==> config.mk <==
export PLATFORM = sky130hd
export DESIGN_NAME = io_filter_cfg_flat
export DESIGN_NICKNAME = d
export VERILOG_FILES = /design/src/rtl/io_filter_cfg_if.sv /design/src/rtl/io_filter_cfg.sv /design/src/flat_wrapper.sv
export SDC_FILE = /design/constraint.sdc
export NUM_CORES = 1
export LEC_CHECK = 0
export CORE_MARGIN = 2
export CORE_UTILIZATION = 30
export DETAILED_ROUTE_END_ITERATION = 7
export GPL_TIMING_DRIVEN = 0
export SYNTH_ARGS = -nofsm -noshare
export SYNTH_HDL_FRONTEND = slang
export SYNTH_SLANG_ARGS = --single-unit
==> constraint.sdc <==
create_clock -name clk -period 1.3 [get_ports clk]
set_input_delay 0.26 -clock clk [delete_from_list [all_inputs] [get_ports clk]]
set_output_delay 0.26 -clock clk [all_outputs]
set_load 0.05 [all_outputs]
==> images/sizing.png <==
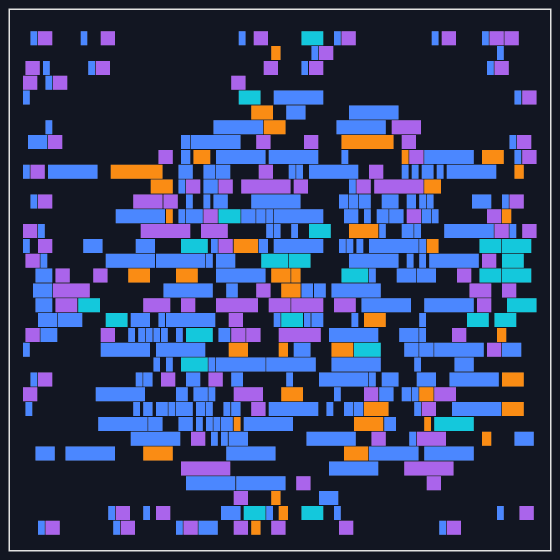
size	colour	cells	share
x3 and x4	purple	101	26%
x2	orange	40	10%
x1 and smaller	blue	225	58%
x6 and larger	cyan	25	6.4%
Non-clock buffers: 135
Area Growth Syn to Fin: 47.25%
Setup WS post-layout: -0.3500 ns
Final Instance Area: 0.003989 mm^2

==> images/congestion_map.png <==
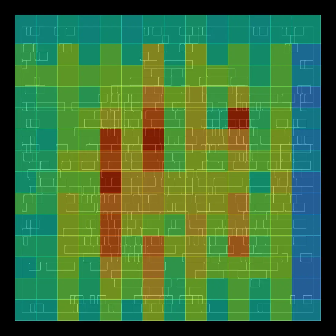
M1 GR Usage: 14.62%
gr usage total: 11.73%
grt met3 use: 3.972%
GR peak layer: met2
met2 GRT Util: 19.85%

==> images/clock_wires.png <==
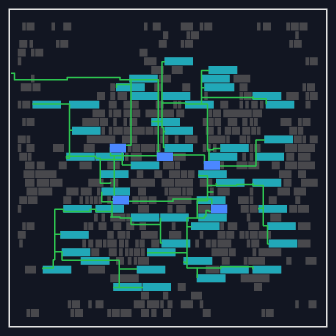
[flip-flops] cyan | count: 52
[clock wires] green | length: 654 um
[clock-net drivers] blue | count: 5
routed clock nets	6
Clock Skew: 0.007256 ns
Clock Power Share: 15.1%
clk pwr: 0.961 mW
clk latency late pin: 0.30 ns

==> images/m3.png <==
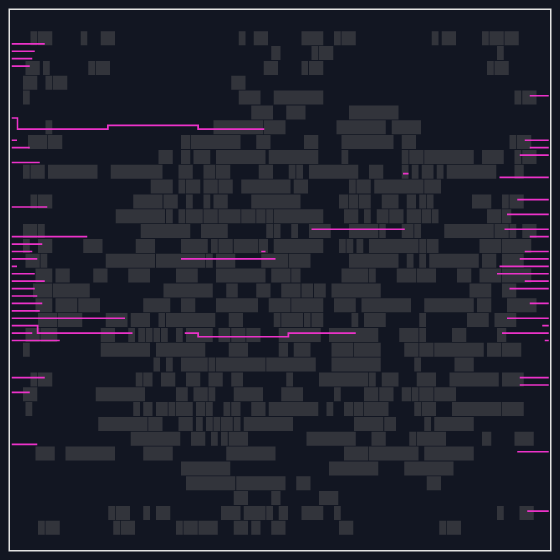
longest straight run	20.5 um
share of all routed wire	7.0%
main direction	horizontal
nets with wire on the layer	53
DR vias: 2,103
total wire length: 5.640 mm

==> flow_summary.yaml <==
# implementation run metrics
clocking:
  cts_buffers: 5
  cts-root-buf: "clkbuf_8"
  htree_levels: 2
  clock-sinks: 52
worst_hold_path:
  hp-class: "in2reg"
final_layout:
  n_clock_buffer: 7
  mostFrequentLayoutCell: "buf_4"
  clock_area_share_pct: 2.353
  regArea_mm2: 0.001304
  dominant_cells: "sequential cells"
  diodes: 0
  sh_comb_area_pct: 31.84
  inverters: 10
  stdcell_count: 499
  comb_area_mm2: 0.001270
  drive_above_1_share_pct: 42.46
  final_util_pct: 45.74
outcome:
  status: "finished with violations"
  violations: "negative setup slack"
synth:
  flop_cell: "dfrtp_1"
  area_leaders: "dfrtp_1, buf_4, nand2_1"
  most_common_cell: "buf_4"
  aoi_share_pct: 6.836
  yosysUniqueCellTypes: 36
  top_logic_kind: "simple AND/OR/NAND/NOR gates"
sta:
  fmax_mhz: 606.1
  rsz0062_at_grt: "yes"
  worst_slew_pin_slew_ns: 0.6047
  maxSlewHeadroom_pct: 59.69
  setup_ws_ns: -0.3500
  finalSetupViolations: 7
run:
  warning_count: 66
power_and_ir_drop:
  power_density_mw_per_mm2: 1592
  total_leakage_power_nw: 1.969
drt:
  dr.pass1.iters: 4
  met3WireLength_um: 396
  viasPerCell: 4.214
setup_path:
  rr_worst_depth: 5
  worstSetupPathType: "reg2out"
  r2r_slack_ns: -0.12
  worstPathBufferInverterCount: 1
floorplanning:
  die_h_um: 99.03
  tapCellCount: 108
  fp-utilization_pct: 31.06
  dieArea_mm2: 0.009806
placed_design:
  dp_cells: 459
grt:
  grt_max_degree: 28
[where the power goes]
group | internal, mW | total (mW) | switching, mW
registers | 2.00 | 2.29 | 0.285
logic | 1.50 | 3.10 | 1.60
clock network | 0.434 | 0.961 | 0.527
total | 3.94 | 6.35 | 2.41
[what timing repair did]
item,CTS,global route
pin swaps,10,12
hold buffers,1,0
hold endpoints to repair,26,0
resized,144,57
buffers inserted,22,10
setup endpoints to repair,69,41
[worst reg2reg max path: cells and delay by family (launching register included)]
family                     cells  cell delay (ns)
AOI/OAI and AO/OA              2             0.34
adders and majority gates      1             0.28
DFF                            1             0.42
and+or+nand+nor                2             0.27
Power and IR drop assume default switching activity.
